Fig. 1: run 1, track usage over the die
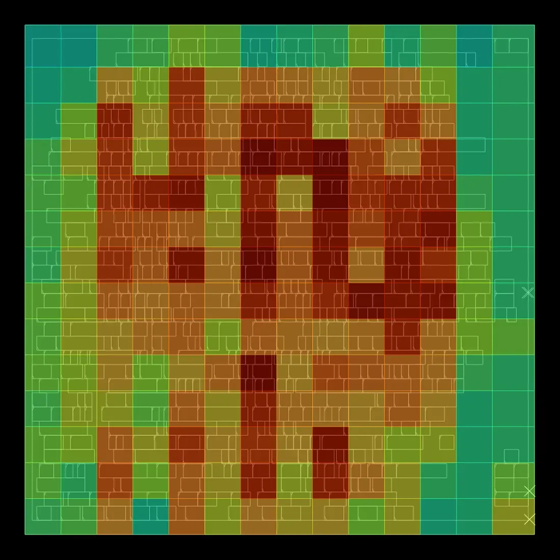
Fig. 2: run 1, where the registers sit
The bar under the picture is 20 um long. Other sequential cells in the stronger grey, the rest of the logic in the fainter grey.
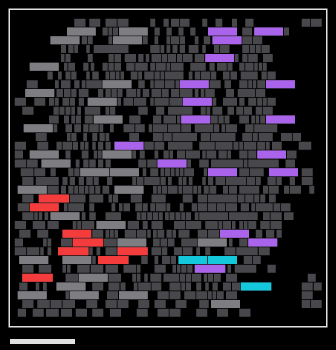
Fig. 3: run 1, gate-type map
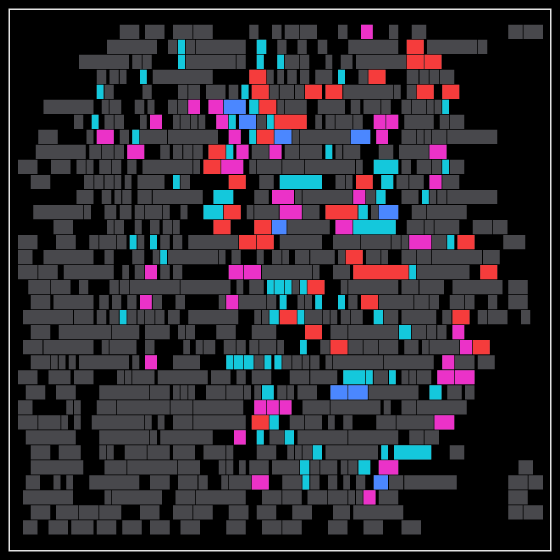
Fig. 4: run 1, metal 3
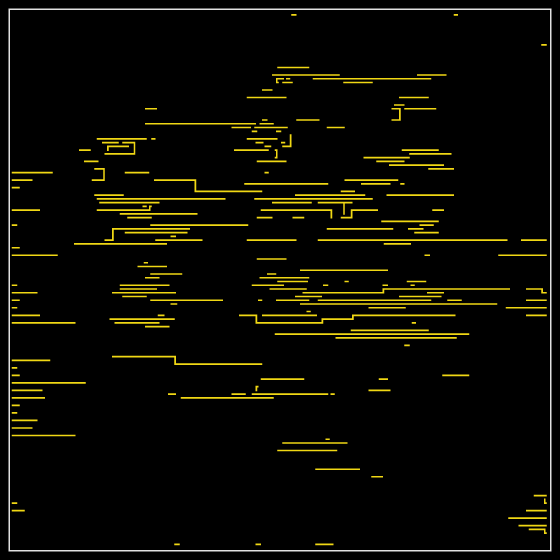
--- config.mk ---
export PLATFORM = sky130hd
export DESIGN_NAME = disc_write_memctl
export DESIGN_NICKNAME = d
export VERILOG_FILES = /design/src/rtl/disc_write_memctl_pkg.sv /design/src/rtl/disc_write_memctl_prefetch.sv /design/src/rtl/disc_write_memctl.sv
export SDC_FILE = /design/constraint.sdc
export NUM_CORES = 1
export LEC_CHECK = 0
export ABC_CLOCK_PERIOD_IN_PS = 3300
export CORE_UTILIZATION = 46
export DETAILED_ROUTE_END_ITERATION = 12
export GPL_TIMING_DRIVEN = 0
export PLACE_DENSITY = 0.77
export SYNTH_ARGS = -nofsm -noshare
export SYNTH_HDL_FRONTEND = slang
export SYNTH_SLANG_ARGS = --single-unit
--- constraint.sdc ---
create_clock -name clock_i -period 3.3 [get_ports clock_i]
set_input_delay 0.33 -clock clock_i [delete_from_list [all_inputs] [get_ports clock_i]]
set_output_delay 0.33 -clock clock_i [all_outputs]
set_load 0.01 [all_outputs]
--- src/rtl/disc_write_memctl_pkg.sv ---
// Shared definitions for the disc write memory controller: FSM encoding,
// engine opcodes and the default RAM address width.
package disc_write_memctl_pkg;

   localparam int ADDR_W_DEF = 17;

   typedef enum logic [2:0] {
      ST_IDLE  = 3'd0,
      ST_HRD   = 3'd1,
      ST_PRIME = 3'd2,
      ST_ARM   = 3'd3,
      ST_RUN   = 3'd4,
      ST_DONE  = 3'd5
   } state_e;

   localparam logic [7:0] OP_WRGATE_OFF  = 8'h00;
   localparam logic [7:0] OP_WRGATE_ON   = 8'h01;
   localparam logic [7:0] OP_WRITE_PULSE = 8'h02;
   localparam logic [7:0] OP_WAIT_HSTM   = 8'h03;
   localparam logic [7:0] OP_STOP        = 8'h3F;

   // Run-in-progress states, during which the host is locked out of the RAM.
   function automatic logic is_busy_state(state_e s);
      return (s == ST_PRIME) || (s == ST_ARM) || (s == ST_RUN) || (s == ST_DONE);
   endfunction

endpackage

--- src/rtl/disc_write_memctl_prefetch.sv ---
// Two-byte instruction prefetch: cur holds RAM[eptr], the RAM output holds
// RAM[eptr+1], and the look-ahead address keeps that true across commits.
module disc_write_memctl_prefetch
   import disc_write_memctl_pkg::*;
#(
   parameter int ADDR_W = ADDR_W_DEF
) (
   input  logic              clock_i,
   input  logic              reset_i,
   input  logic              load_i,
   input  logic [ADDR_W-1:0] base_i,
   input  logic              active_i,
   input  logic              clken_i,
   input  logic              eng_inc_i,
   input  logic [7:0]        mem_rdata_i,
   output logic [7:0]        eng_mdat_o,
   output logic [ADDR_W-1:0] fetch_addr_o,
   output logic              wrap_o
);

   logic [ADDR_W-1:0] eptr_q, eptr_d;
   logic [7:0]        cur_q, cur_d;
   logic              commit;

   assign commit = active_i & clken_i & eng_inc_i;

   always_comb begin
      eptr_d = eptr_q;
      cur_d  = cur_q;
      if (load_i) begin
         eptr_d = base_i - ADDR_W'(1);
      end else if (commit) begin
         eptr_d = eptr_q + ADDR_W'(1);
         cur_d  = mem_rdata_i;
      end
   end

   always_ff @(posedge clock_i or posedge reset_i) begin
      if (reset_i) begin
         eptr_q <= '0;
         cur_q  <= OP_STOP;
      end else begin
         eptr_q <= eptr_d;
         cur_q  <= cur_d;
      end
   end

   // On a commit, fetch one further ahead so the next clock already shows RAM[eptr+2].
   assign fetch_addr_o = eptr_q + ADDR_W'(1) + ADDR_W'(commit);
   assign eng_mdat_o   = eng_inc_i ? mem_rdata_i : cur_q;
   assign wrap_o       = commit & (&eptr_q);

endmodule

--- src/rtl/disc_write_memctl.sv ---
// Waveform RAM arbiter and write-run sequencer: host byte load/readback while
// idle, instruction prefetch for the write engine while a run is in progress.
module disc_write_memctl
   import disc_write_memctl_pkg::*;
#(
   parameter int ADDR_W = ADDR_W_DEF
) (
   input  logic              clock_i,
   input  logic              reset_i,
   input  logic              clken_i,
   input  logic              host_addr_ld_i,
   input  logic [ADDR_W-1:0] host_addr_i,
   input  logic              host_wr_i,
   input  logic [7:0]        host_wdata_i,
   input  logic              host_rd_i,
   output logic [7:0]        host_rdata_o,
   output logic              host_rvalid_o,
   input  logic              go_i,
   input  logic              abort_i,
   output logic              busy_o,
   output logic              done_o,
   output logic              err_busy_o,
   output logic              wrapped_o,
   output logic              eng_start_o,
   output logic              eng_reset_o,
   input  logic              eng_running_i,
   input  logic              eng_inc_i,
   output logic [7:0]        eng_mdat_o,
   output logic [ADDR_W-1:0] mem_addr_o,
   output logic              mem_we_o,
   output logic [7:0]        mem_wdata_o,
   input  logic [7:0]        mem_rdata_i,
   output logic [2:0]        state_o
);

   state_e            state_q, state_d;
   logic [ADDR_W-1:0] hptr_q, hptr_d;
   logic [7:0]        host_rdata_q, host_rdata_d;
   logic              host_rvalid_q, host_rvalid_d;
   logic              err_busy_q, err_busy_d;
   logic              wrapped_q, wrapped_d;
   logic              eng_reset_q, eng_reset_d;
   logic              pf_load, pf_active, pf_wrap;
   logic [ADDR_W-1:0] pf_addr;
   logic              host_any;

   assign host_any  = host_addr_ld_i | host_wr_i | host_rd_i;
   assign pf_active = (state_q == ST_ARM) || (state_q == ST_RUN);

   disc_write_memctl_prefetch #(.ADDR_W(ADDR_W)) u_prefetch (
      .clock_i      (clock_i),
      .reset_i      (reset_i),
      .load_i       (pf_load),
      .base_i       (hptr_q),
      .active_i     (pf_active),
      .clken_i      (clken_i),
      .eng_inc_i    (eng_inc_i),
      .mem_rdata_i  (mem_rdata_i),
      .eng_mdat_o   (eng_mdat_o),
      .fetch_addr_o (pf_addr),
      .wrap_o       (pf_wrap)
   );

   always_comb begin
      state_d       = state_q;
      hptr_d        = hptr_q;
      host_rdata_d  = host_rdata_q;
      host_rvalid_d = 1'b0;
      err_busy_d    = err_busy_q;
      wrapped_d     = wrapped_q | pf_wrap;
      eng_reset_d   = 1'b0;
      pf_load       = 1'b0;
      mem_we_o      = 1'b0;
      case (state_q)
         ST_IDLE: begin
            if (host_addr_ld_i) begin
               hptr_d     = host_addr_i;
               err_busy_d = 1'b0;
            end else if (host_wr_i) begin
               mem_we_o = 1'b1;
               hptr_d   = hptr_q + ADDR_W'(1);
            end else if (host_rd_i) begin
               state_d = ST_HRD;
            end else if (go_i) begin
               pf_load   = 1'b1;
               wrapped_d = 1'b0;
               state_d   = ST_PRIME;
            end
         end
         ST_HRD: begin
            host_rdata_d  = mem_rdata_i;
            host_rvalid_d = 1'b1;
            hptr_d        = hptr_q + ADDR_W'(1);
            state_d       = ST_IDLE;
         end
         ST_PRIME: state_d = ST_ARM;
         ST_ARM:   if (clken_i && eng_inc_i) state_d = ST_RUN;
         ST_RUN:   if (!eng_running_i) state_d = ST_DONE;
         ST_DONE:  state_d = ST_IDLE;
         default:  state_d = ST_IDLE;
      endcase
      // Abort overrides any natural progression and resets the engine once.
      if (abort_i && (state_q == ST_PRIME || state_q == ST_ARM || state_q == ST_RUN)) begin
         eng_reset_d = 1'b1;
         state_d     = ST_DONE;
      end
      if (is_busy_state(state_q) && host_any) err_busy_d = 1'b1;
   end

   always_ff @(posedge clock_i or posedge reset_i) begin
      if (reset_i) begin
         state_q       <= ST_IDLE;
         hptr_q        <= '0;
         host_rdata_q  <= '0;
         host_rvalid_q <= 1'b0;
         err_busy_q    <= 1'b0;
         wrapped_q     <= 1'b0;
         eng_reset_q   <= 1'b0;
      end else begin
         state_q       <= state_d;
         hptr_q        <= hptr_d;
         host_rdata_q  <= host_rdata_d;
         host_rvalid_q <= host_rvalid_d;
         err_busy_q    <= err_busy_d;
         wrapped_q     <= wrapped_d;
         eng_reset_q   <= eng_reset_d;
      end
   end

   assign mem_addr_o    = (state_q == ST_IDLE || state_q == ST_HRD) ? hptr_q : pf_addr;
   assign mem_wdata_o   = host_wdata_i;
   assign host_rdata_o  = host_rdata_q;
   assign host_rvalid_o = host_rvalid_q;
   assign busy_o        = is_busy_state(state_q);
   assign done_o        = (state_q == ST_DONE);
   assign eng_start_o   = (state_q == ST_ARM);
   assign eng_reset_o   = eng_reset_q;
   assign err_busy_o    = err_busy_q;
   assign wrapped_o     = wrapped_q;
   assign state_o       = state_q;

endmodule

==> impl_metrics.py, run 1 <==
# Synthesis and PnR figures
metrics = {
    "clock_tree": {
        "cts_tree": "built",
        "clk_path_buf_depth": 2,
        "cts-root-buf": "clkbuf_8",
        "numCtsBuffers": 9,
        "cts.sinks": 57,
        "cts.clk_slew.worst_paths_ns": 0.08,
        "clock_latency_ns": 0.35,
        "cts_hold_buf": 0,
    },
    "worst_setup_path": {
        "rr_worst_depth": 10,
        "cp_max_fo": 3,
        "worstSetupStartpointType": "flip-flop",
        "crit_arrival_ns": 3.16,
        "r2r_end": "hptr_q[8]",
        "r2r_start": "state_o[2]",
        "crit_type": "flip-flop to output port",
    },
    "grt": {
        "grt_pass1_wl_um": 22700,
        "antenna_found_initial": 0,
        "grtUsageTotal_pct": 30.0,
        "grt_max_degree": 39,
    },
    "run": {
        "cap_violations": 0,
        "warnings": 29,
    },
    "final_timing": {
        "setup_ws_ns": -0.189,
        "min_period_ns": 3.49,
        "final-setup-viol-count": 4,
        "slew_violations": 0,
        "rsz0062_at_grt": "yes",
        "fin_crit_sh_pct": 106,
    },
    "die": {
        "die_w_um": 97.8,
        "rows": 34,
        "core_area_um2": 8810,
        "fp_util_pct": 47.9,
        "die_h_um": 97.8,
    },
    "drt": {
        "drtIter0Drc": 468,
        "dr.max_layer_used": "met4",
        "drt-met1-wl_um": 5460,
        "viasPerCell": 6.20,
        "num_vias": 4724,
        "ant_nets": 0,
        "drc": 6,
    },
    "synth": {
        "fp_nets": 573,
        "ys_async_sr_fraction_pct": 100,
        "edf_count": 0,
        "ys_chip_area_um2": 4220,
        "netlist_instances": 525,
        "synthTopCellsByArea": "dfrtp_1 (30%), nand2_1 (6.2%), a21oi_1 (5.3%)",
        "synth-main-ff-cell": "dfrtp_1",
        "synth.distinct_cells": 68,
        "top_area_cell": "dfrtp_1",
    },
    "placed_design": {
        "dp_cells": 718,
        "place_congestion": 0.939,
        "dpl.hpwl_um": 9270,
        "place_ws_ns": -1.32,
        "port_buffers": 84,
    },
    "power": {
        "design_power_total_w": 0.00536,
        "leakage_nw": 2.34,
        "irDropWorstVdd_v": 0.000554,
        "power_density_nw_per_um2": 911,
    },
    "finish": {
        "area_growth_pct": 39.6,
        "utilization_pct": 66.9,
        "final_cell_mix": "clkdlybuf4s50_1 (72), nand2_1 (70), dfrtp_1 (49), a21oi_1 (42), nor2_1 (41)",
        "drive_gt1_share_pct": 21.6,
    },
    "hold_path": {
        "worstHoldPathType": "input pin to asynchronous set/reset pin",
    },
    "status": {
        "failed_checks": "DRC, setup timing",
        "status": "finished with violations",
    },
}
Notes on Fig. 1 above:
GR Util met1: 37.2%
GRT Max-Usage Layer: met2
DR WL/cell: 18.4 um
M2 GR Usage: 51.9%

Notes on Fig. 2 above:
[u_prefetch.cur_q] red | sequential cells: 8 | where: bottom left
[state_o] cyan | sequential cells: 3
[u_prefetch.eptr_q] purple | sequential cells: 17

Notes on Fig. 3 above:
[AND-OR and OR-AND gates] blue | cells: 9
[XOR/XNOR gates] red | cells: 35
[AND and OR gates] magenta | cells: 40
[NOR gates] cyan | cells: 66
Top cell excl fill/tap: clkdlybuf4s50_1
Non-Filler Instances: 762
combinational share of cell area: 46.6%

Notes on Fig. 4 above:
main direction: horizontal
nets with wire on the layer: 141
longest straight run: 35.4 um
share of all routed wire: 8.8%

[run 1: sequential cells by signal (all words and copies together) (netlist names)]
name / cells
wrapped_o: 1
hptr_q: 17
host_rdata_o: 8
state_o: 3
u_prefetch.eptr_q: 17
err_busy_o: 1
u_prefetch.cur_q: 8
eng_reset_o: 1
host_rvalid_o: 1
[run 1: kinds of logic after synthesis]
family | Yosys count | share of synthesized area [%]
AND-OR/OR-AND | 136 | 20.1
adder cells (fa/ha/maj) | 6 | 1.72
flip-flops | 57 | 34.0
AND/OR/NAND/NOR | 213 | 25.9
XOR/XNOR | 35 | 7.26
buffers and inverters | 61 | 6.49
multiplexers | 17 | 4.51
[run 1: what timing repair did]
action,4_1_cts,5_1_grt
resized,82,19
endpoints found under the setup margin,15,15
setup buffers,23,9
pin swaps,14,16
gates cloned,0,0
[run 1: report_power, final]
part	switching (W)	internal, W
Clock	0.000330	0.000370
Combinational	0.00190	0.00143
Sequential	0.000285	0.00105
[run 1: worst max-delay path by stage]
stage | start | to | slack, ns
2_1_floorplan | state_o[1] | mem_addr_o[16] | 0.02
3_3_place_gp | eng_inc_i | mem_addr_o[16] | -1.33
3_5_place_dp | eng_inc_i | mem_addr_o[16] | -1.32
4_1_cts | state_o[1] | mem_addr_o[16] | -0.17
5_1_grt | state_o[1] | mem_addr_o[16] | -0.29
6_report | state_o[1] | mem_addr_o[16] | -0.19
[run 1: synth_stat cells, drive strengths merged (3+ instances only)]
cell / n
nand3: 25
nor2b: 4
o22ai: 4
a21oi: 45
and3b: 4
nor2: 42
and4: 3
xnor2: 21
nand2: 70
dfrtp: 51
and2: 8
nor3: 15
o211ai: 4
a22oi: 3
or3: 8
buf: 17
o221ai: 7
o31ai: 4
o21ai: 41
a2bb2oi: 3
nand4: 7
xor2: 14
mux2: 16
or4: 4
ha: 5
dfstp: 6
clkbuf: 36
nor4: 4
and3: 8
nand2b: 4
inv: 8
[run 1: worst max-delay path, stage by stage, from the launching register on]
cell,delay [ns]
dfrtp_1,0.40
clkbuf_8,0.15
nor3b_4,0.24
o21bai_4,0.11
clkbuf_16,0.15
nor2_4,0.11
ha_4,0.16
nand3_4,0.08
a221oi_4,0.23
o211ai_1,0.21
buf_4,0.19
or4_4,0.43
a31oi_4,0.22
buf_6,0.13
[run 1: layout make-up]
class	count	area, um2
repair buffers	116	1060
plain buffers	50	279
well taps	108	135
clock inverters	6	67.6
flip-flops and latches	57	1440
clock buffers	10	138
multi-input cells	407	2740
fillers	706	2910
inverters	8	30.0
[run 1: through the flow]
step                      hold slack (ns)  cell area [um2]  setup TNS (ns)
after floorplan                     0.413             4240               0
after global placement              0.446             5220           -8.17
after detailed placement            0.453             5240           -7.99
after CTS                           0.319             5820          -0.328
after global routing                0.339             5890          -0.898
final                               0.308             5890          -0.398
[run 1: routing by layer]
metal | track usage, % | vias up
li1 | - | 2112
met1 | 37.2 | 2244
met2 | 51.9 | 309
met3 | 5.37 | 59
met4 | 12.4 | 0
met5 | 0 | -
Fig. 5: run 1, met2 routing
The bar under the picture is 20 um long.
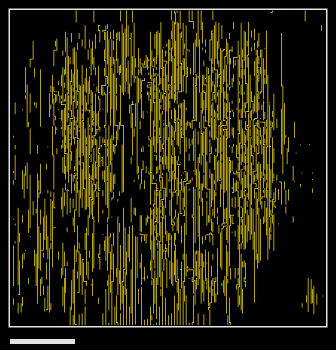

==> inputs of run 2 (changes only) <==
PLACE_DENSITY = 0.85   (was 0.77)
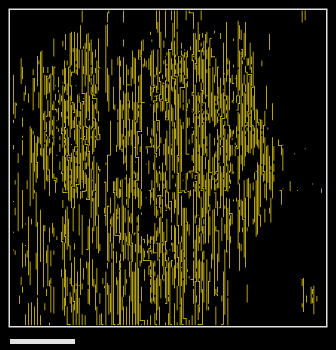
Fig. 6. Met2 routing (run 2).
The bar under the picture is 20 um long.
longest straight run: 42.5 um
wire length on this layer: 6,510 um
M2 GR Usage: 48.8%
Routed WL: 13,600 um
vias: 4,609

==> impl_metrics.py, run 2 <==
# Synthesis and PnR figures
metrics = {
    "power": {
        "power_density_nw_per_um2": 913,
        "irDropWorstVdd_v": 0.000591,
        "design_power_total_w": 0.00529,
        "leakage_nw": 2.29,
    },
    "grt": {
        "grt_pass1_wl_um": 21900,
        "grt_max_degree": 38,
        "globalRouteOverflowTotal": 0,
        "antenna_found_initial": 0,
        "grtUsageTotal_pct": 28.9,
        "grt_pass1_vias": 4584,
    },
    "synth": {
        "yosysSeqAreaShare_pct": 34.0,
        "syn_area_um2": 4220,
        "netlist_instances": 525,
        "synthTopCellsByArea": "dfrtp_1 (30%), nand2_1 (6.2%), a21oi_1 (5.3%)",
        "yosys_warnings": 0,
        "netlist_top_cells_count": "nand2_1 (70), dfrtp_1 (51), a21oi_1 (45)",
        "postSynthAreaPerCell_um2": 8.04,
        "fp_nets": 573,
        "ys.flops": 57,
        "top_area_cell": "dfrtp_1",
        "edf_count": 0,
        "synth.top_cell.area_share_pct": 30.2,
        "ys_cells": 525,
        "ys_chip_area_um2": 4220,
        "ys_async_sr_fraction_pct": 100,
        "synth.distinct_cells": 68,
        "synth-main-ff-cell": "dfrtp_1",
        "yosysMostFrequentCell": "nand2_1",
    },
    "finish": {
        "top_regs": "hptr_q: 17 flops, u_prefetch.eptr_q: 17 flops",
        "nNetsFinal": 694,
        "mostFrequentLayoutCell": "clkdlybuf4s50_1",
        "drive_gt1_share_pct": 19.8,
        "final_cell_mix": "clkdlybuf4s50_1 (72), nand2_1 (70), dfrtp_1 (48), a21oi_1 (44), nor2_1 (40)",
        "fin_cells": 758,
        "area_growth_pct": 37.3,
        "antenna_cells": 0,
    },
    "clock_tree": {
        "cts-root-buf": "clkbuf_8",
        "htreeDepth": 3,
        "clk_path_buf_depth": 2,
        "cts.sinks": 57,
        "numCtsBuffers": 9,
        "cts.clk_slew.worst_paths_ns": 0.08,
        "cts_hold_buf": 0,
        "cts_tree": "built",
        "clock_latency_ns": 0.36,
    },
    "hold_path": {
        "worstHoldPathType": "input pin to asynchronous set/reset pin",
    },
    "final_timing": {
        "fmax_mhz": 291,
        "setup_ws_ns": -0.131,
        "min_period_ns": 3.43,
        "slew_violations": 0,
        "fin_crit_sh_pct": 104,
        "slew_headroom_pct": 46.6,
        "finClkSkew_ns": 0.0145,
        "rsz0062_at_grt": "yes",
        "worstMarginPinSlew_ns": 0.798,
        "finalHoldViolCount": 0,
        "final-setup-viol-count": 3,
    },
    "run": {
        "cap_violations": 0,
        "warnings": 29,
    },
    "placed_design": {
        "dpl.hpwl_um": 9190,
        "dp_cells": 718,
        "port_buffers": 84,
        "place_ws_ns": -1.28,
        "place_congestion": 0.963,
    },
    "die": {
        "die-area_um2": 9560,
        "die_w_um": 97.8,
        "fp_util_pct": 47.9,
        "core_area_um2": 8810,
        "io_pins": 95,
        "die_h_um": 97.8,
        "rows": 34,
    },
    "drt": {
        "wl_per_cell_um": 17.9,
        "drtIter0Drc": 569,
        "viasPerCell": 6.08,
        "ant_nets": 0,
        "drc": 6,
        "drt_first_pass_iters": 11,
    },
    "worst_setup_path": {
        "crit_cells": 12,
        "cp_slowest_cell": "or4_4",
        "path_cells": "clkbuf_8, nor3b_4, o21bai_4, nor2_4, ha_4, nand3_4, a221oi_4, o211ai_1, buf_4, or4_4, a31oi_4, buf_6",
        "worstSetupStartpointType": "flip-flop",
        "crit_path_end_kind": "output port",
        "worst_ep_required_time_ns": 2.97,
        "crit_arrival_ns": 3.10,
        "path_buffers": 3,
        "rr_worst_depth": 10,
        "crit_type": "flip-flop to output port",
        "cp_max_fo": 3,
        "cp_slowest_stage_delay_ns": 0.42,
        "path_delay_family": "simple AND/OR/NAND/NOR gates",
    },
    "status": {
        "failed_checks": "DRC, setup timing",
        "status": "finished with violations",
    },
}
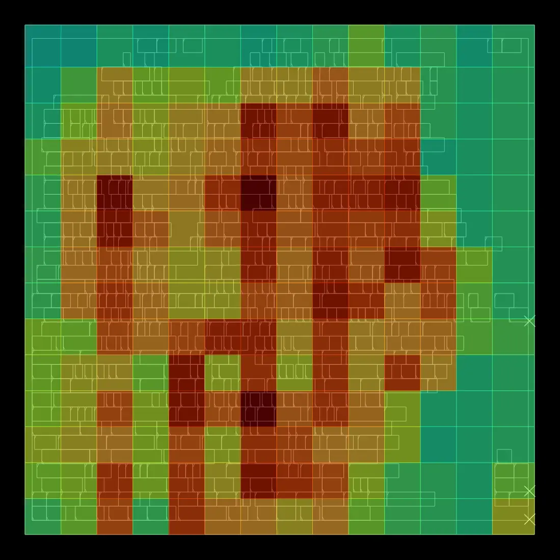
Fig. 7. Track usage over the die (run 2).
fin util: 65.8%
GR Util met1: 34.8%

[run 2: path summary, 6_finish.rpt]
kind | start | end | slack (ns)
worst min-delay path | reset_i | host_rdata_o[4] | 0.30
min in group clock_i | host_addr_ld_i | err_busy_o | 0.38
worst max-delay path | state_o[1] | mem_addr_o[16] | -0.13
worst min register to register | u_prefetch.cur_q[5] | u_prefetch.cur_q[5] | 0.46
max in group asynchronous | reset_i | u_prefetch.eptr_q[0] | 2.40
worst max register to register | state_o[2] | hptr_q[3] | 0.38
[run 2: routing by layer]
metal	GRT usage, %	share of wire, %
met1	34.8	40
met2	48.8	48
met3	5.80	8.1
met4	15.4	4.1
met5	0	0
[run 2: cell families (layout without fill, tap and decap cells)]
logic type               count (synthesis)  after routing  synth area share, %
multiplexers                            17             17                 4.51
buffers and inverters                   61            186                 6.49
AND/OR/NAND/NOR                        213            213                 25.9
flip-flops                              57             57                 34.0
XOR/XNOR                                35             35                 7.26
AND-OR/OR-AND                          136            136                 20.1
adder cells (fa/ha/maj)                  6              6                 1.72
[run 2: worst reg2reg max path: stages (launching register included)]
cell	delay, ns
dfrtp_2	0.43
buf_4	0.17
nor2_1	0.28
and2_1	0.18
clkbuf_1	0.51
nand2b_1	0.19
clkbuf_1	0.26
clkbuf_1	0.42
a21oi_1	0.12
nor2_1	0.14
a21oi_1	0.06
[run 2: per-stage QoR]
stage / setup TNS [ns] / hold WS, ns / cell area (um2)
after floorplan: 0 / 0.413 / 4240
after global placement: -7.94 / 0.447 / 5220
after detailed placement: -8.17 / 0.447 / 5240
after CTS: -0.341 / 0.309 / 5740
after global routing: -0.534 / 0.345 / 5790
final: -0.339 / 0.304 / 5790
[run 2: timing repair]
| action | 4_1_cts | 5_1_grt |
|---|---|---|
| pin swaps | 13 | 11 |
| gates resized | 64 | 18 |
| endpoints found under the setup margin | 15 | 12 |
| setup buffers | 23 | 5 |
[run 2: cell type report]
type	count	area, um2
inverter	8	30.0
timing repair buffer	113	1040
clock buffer	10	128
sequential	57	1440
multi-input combinational	407	2700
clock inverter	5	57.6
tap	108	135
buffer	50	264
fill	696	3010
[run 2: where the power goes]
part           switching (W)  internal, W
Clock               0.000304     0.000343
Combinational        0.00188      0.00144
Sequential          0.000272      0.00105
Fig. 8: run 2, gate-type map
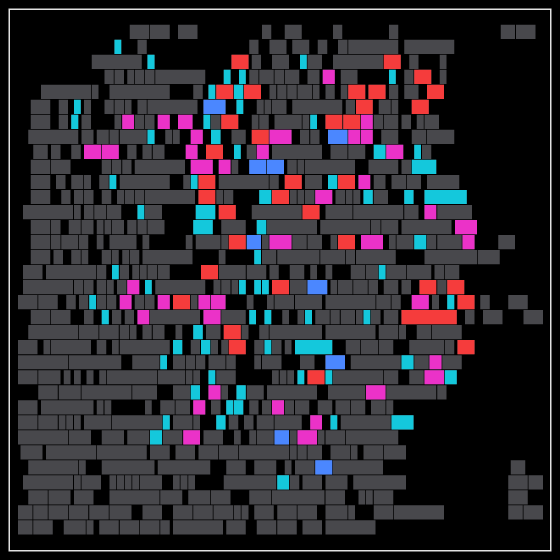

==> inputs of run 3 (changes only) <==
CORE_MARGIN = 2   (was unset)
CORE_UTILIZATION = 50   (was 46)
DONT_BUFFER_PORTS = 1   (was unset)
PLACE_DENSITY = 0.76   (was 0.85)
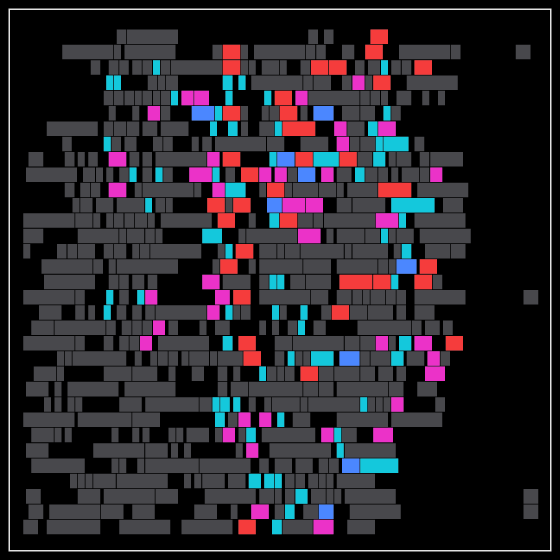
Fig. 9. Gate-type map (run 3).
[AND and OR gates] magenta | cells: 40
[NOR gates] cyan | cells: 66
[XOR/XNOR gates] red | cells: 35
[AND-OR and OR-AND gates] blue | cells: 9

==> impl_metrics.py, run 3 <==
# Synthesis and PnR figures
metrics = {
    "status": {
        "status": "complete, no violations",
    },
    "worst_setup_path": {
        "path_buffers": 1,
        "path_cells": "clkbuf_8, and3b_2, o21bai_4, nor2_4, ha_4, nand3_4, a221oi_4, o211ai_1, or4_4, a31oi_4",
        "path_delay_family": "simple AND/OR/NAND/NOR gates",
        "worstSetupStartpointType": "flip-flop",
        "crit_type": "flip-flop to output port",
        "worst_ep_required_time_ns": 2.97,
        "cp_max_fo": 4,
        "crit_path_end_kind": "output port",
        "crit_arrival_ns": 2.93,
        "cp_slowest_stage_delay_ns": 0.47,
        "cp_slowest_cell": "or4_4",
    },
    "power": {
        "power_density_nw_per_um2": 970,
        "irDropWorstVdd_v": 0.000523,
        "leakage_nw": 1.93,
        "design_power_total_w": 0.00478,
    },
    "final_timing": {
        "finClkSkew_ns": 0.0126,
        "fin_crit_sh_pct": 98.8,
        "rsz0062_at_grt": "yes",
        "finalHoldViolCount": 0,
        "slew_violations": 0,
        "fmax_mhz": 307,
        "final-setup-viol-count": 0,
        "worstMarginPinSlew_ns": 0.808,
        "slew_headroom_pct": 45.9,
        "whs_ns": 0.0557,
        "min_period_ns": 3.26,
    },
    "synth": {
        "ys_chip_area_um2": 4220,
        "synth.distinct_cells": 68,
        "netlist_top_cells_count": "nand2_1 (70), dfrtp_1 (51), a21oi_1 (45)",
        "synth.top_cell.area_share_pct": 30.2,
        "ys_async_sr_fraction_pct": 100,
        "ys_cells": 525,
        "fp_nets": 573,
        "ys.flops": 57,
        "syn_area_um2": 4220,
        "synthTopCellsByArea": "dfrtp_1 (30%), nand2_1 (6.2%), a21oi_1 (5.3%)",
        "yosysSeqAreaShare_pct": 34.0,
        "edf_count": 0,
        "yosysMostFrequentCell": "nand2_1",
        "yosys_warnings": 0,
        "postSynthAreaPerCell_um2": 8.04,
        "top_area_cell": "dfrtp_1",
        "netlist_instances": 525,
        "synth-main-ff-cell": "dfrtp_1",
    },
    "drt": {
        "wl_per_cell_um": 19.0,
        "ant_nets": 0,
        "drc": 0,
        "drt_first_pass_iters": 6,
        "drtIter0Drc": 444,
        "wirelength_um": 12600,
        "num_vias": 4211,
        "viasPerCell": 6.37,
    },
    "grt": {
        "grt_pass1_vias": 3987,
        "grt_pass1_wl_um": 19800,
        "antenna_found_initial": 0,
        "grtUsageTotal_pct": 27.8,
        "grt_max_degree": 31,
        "globalRouteOverflowTotal": 0,
    },
    "run": {
        "cap_violations": 0,
        "warnings": 29,
    },
    "finish": {
        "regArea_um2": 1440,
        "final_area_um2": 4930,
        "nNetsFinal": 599,
        "antenna_cells": 0,
        "drive_gt1_share_pct": 20.0,
        "mostFrequentLayoutCell": "nand2_1",
        "utilization_pct": 60.0,
        "final_cell_mix": "nand2_1 (70), dfrtp_1 (49), a21oi_1 (43), nor2_1 (41), o21ai_0 (38)",
        "top_regs": "hptr_q: 17 flops, u_prefetch.eptr_q: 17 flops",
        "fin_cells": 661,
        "area_growth_pct": 16.8,
        "mi_logic_area_um2": 2700,
        "fillers": 684,
    },
    "placed_design": {
        "dp_cells": 631,
        "placed_area_um2": 4390,
        "port_buffers": 0,
        "dpl.hpwl_um": 8580,
        "place_congestion": 0.913,
    },
    "clock_tree": {
        "cts_tree": "built",
        "cts-root-buf": "clkbuf_8",
        "cts.clk_slew.worst_paths_ns": 0.08,
        "clk_path_buf_depth": 2,
        "numCtsBuffers": 9,
        "cts.sinks": 57,
        "clock_latency_ns": 0.36,
        "htreeDepth": 3,
    },
    "hold_path": {
        "worstHoldPathType": "input pin to flip-flop",
    },
    "die": {
        "fp_util_pct": 51.4,
        "rows": 33,
        "core_area_um2": 8220,
        "die-area_um2": 9190,
        "io_pins": 95,
        "die_h_um": 95.9,
        "die_w_um": 95.9,
    },
}
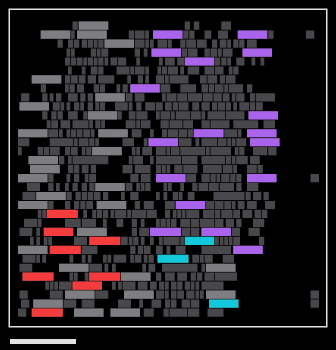
Fig. 10. Where the registers sit (run 3).
The bar under the picture is 20 um long. Other sequential cells in the stronger grey, the rest of the logic in the fainter grey.
[u_prefetch.eptr_q] purple | sequential cells: 17
[state_o] cyan | sequential cells: 3
[u_prefetch.cur_q] red | sequential cells: 8 | where: bottom left
not coloured: 29

[run 3: cell counts after synthesis]
No cell type changed its count.
[run 3: worst register-to-register path, stage by stage, from the launching register on]
cell	delay, ns
dfrtp_1	0.43
clkbuf_8	0.16
buf_4	0.15
nor2_1	0.20
and2_1	0.16
clkbuf_1	0.43
nand2b_1	0.18
clkbuf_1	0.26
clkbuf_1	0.39
a21oi_1	0.14
nor2_1	0.12
a21oi_1	0.05
[run 3: per-stage QoR]
stage | worst slack [ns] | TNS [ns]
after floorplan | 0.0157 | 0
after CTS | -0.0755 | -0.0755
final | 0.0402 | 0
after global routing | -0.0460 | -0.0564
after detailed placement | -0.763 | -3.60
after global placement | -0.708 | -3.24
[run 3: logic make-up (layout without fill, tap and decap cells)]
logic type,after synthesis,in the layout,synth area share [%]
AND/OR/NAND/NOR,213,213,25.9
AND-OR/OR-AND,136,136,20.1
buffers and inverters,61,92,6.49
flip-flops,57,57,34.0
XOR/XNOR,35,35,7.26
multiplexers,17,17,4.51
adder cells (fa/ha/maj),6,6,1.72
[run 3: worst paths after layout]
path | endpoint | cells after the start | from | slack [ns]
worst min-delay path | u_prefetch.cur_q[5] | 2 | mem_rdata_i[5] | 0.06
worst max register to register | hptr_q[5] | 11 | state_o[2] | 0.45
worst max-delay path | mem_addr_o[16] | 10 | state_o[2] | 0.04
worst min register to register | u_prefetch.cur_q[1] | 2 | u_prefetch.cur_q[1] | 0.46
min in group asynchronous | hptr_q[0] | 2 | reset_i | 0.52
max in group asynchronous | u_prefetch.eptr_q[0] | 3 | reset_i | 2.18
[run 3: metal layers]
layer | vias to the layer above | GRT usage, % | share of wire [%]
met5 | - | 0 | 0
met4 | 0 | 14.9 | 3.7
met3 | 61 | 5.79 | 9.2
met2 | 251 | 43.5 | 48
met1 | 1978 | 36.3 | 40
li1 | 1921 | - | -
[run 3: timing repair]
action,CTS,global route
hold buffers,1,0
resized,30,13
hold endpoints to repair,23,0
pin swaps,8,10
setup buffers,12,4
endpoints found under the setup margin,13,11
[run 3: layout make-up]
class / instances / area share (%)
inverters: 8 / 0.609
flip-flops and latches: 57 / 29.1
multi-input cells: 407 / 54.7
well taps: 105 / 2.67
clock inverters: 7 / 2.08
clock buffers: 9 / 2.51
repair buffers: 17 / 2.89
plain buffers: 51 / 5.36
[run 3: report_power, final]
group / switching (W) / leakage (nW) / total [W] / internal (W)
clock network: 0.000336 / 0.110 / 0.000768 / 0.000433
registers: 0.000320 / 0.674 / 0.00137 / 0.00105
logic: 0.00169 / 1.15 / 0.00264 / 0.000953
No activity file was given, so power comes from the tool's default toggle rates.
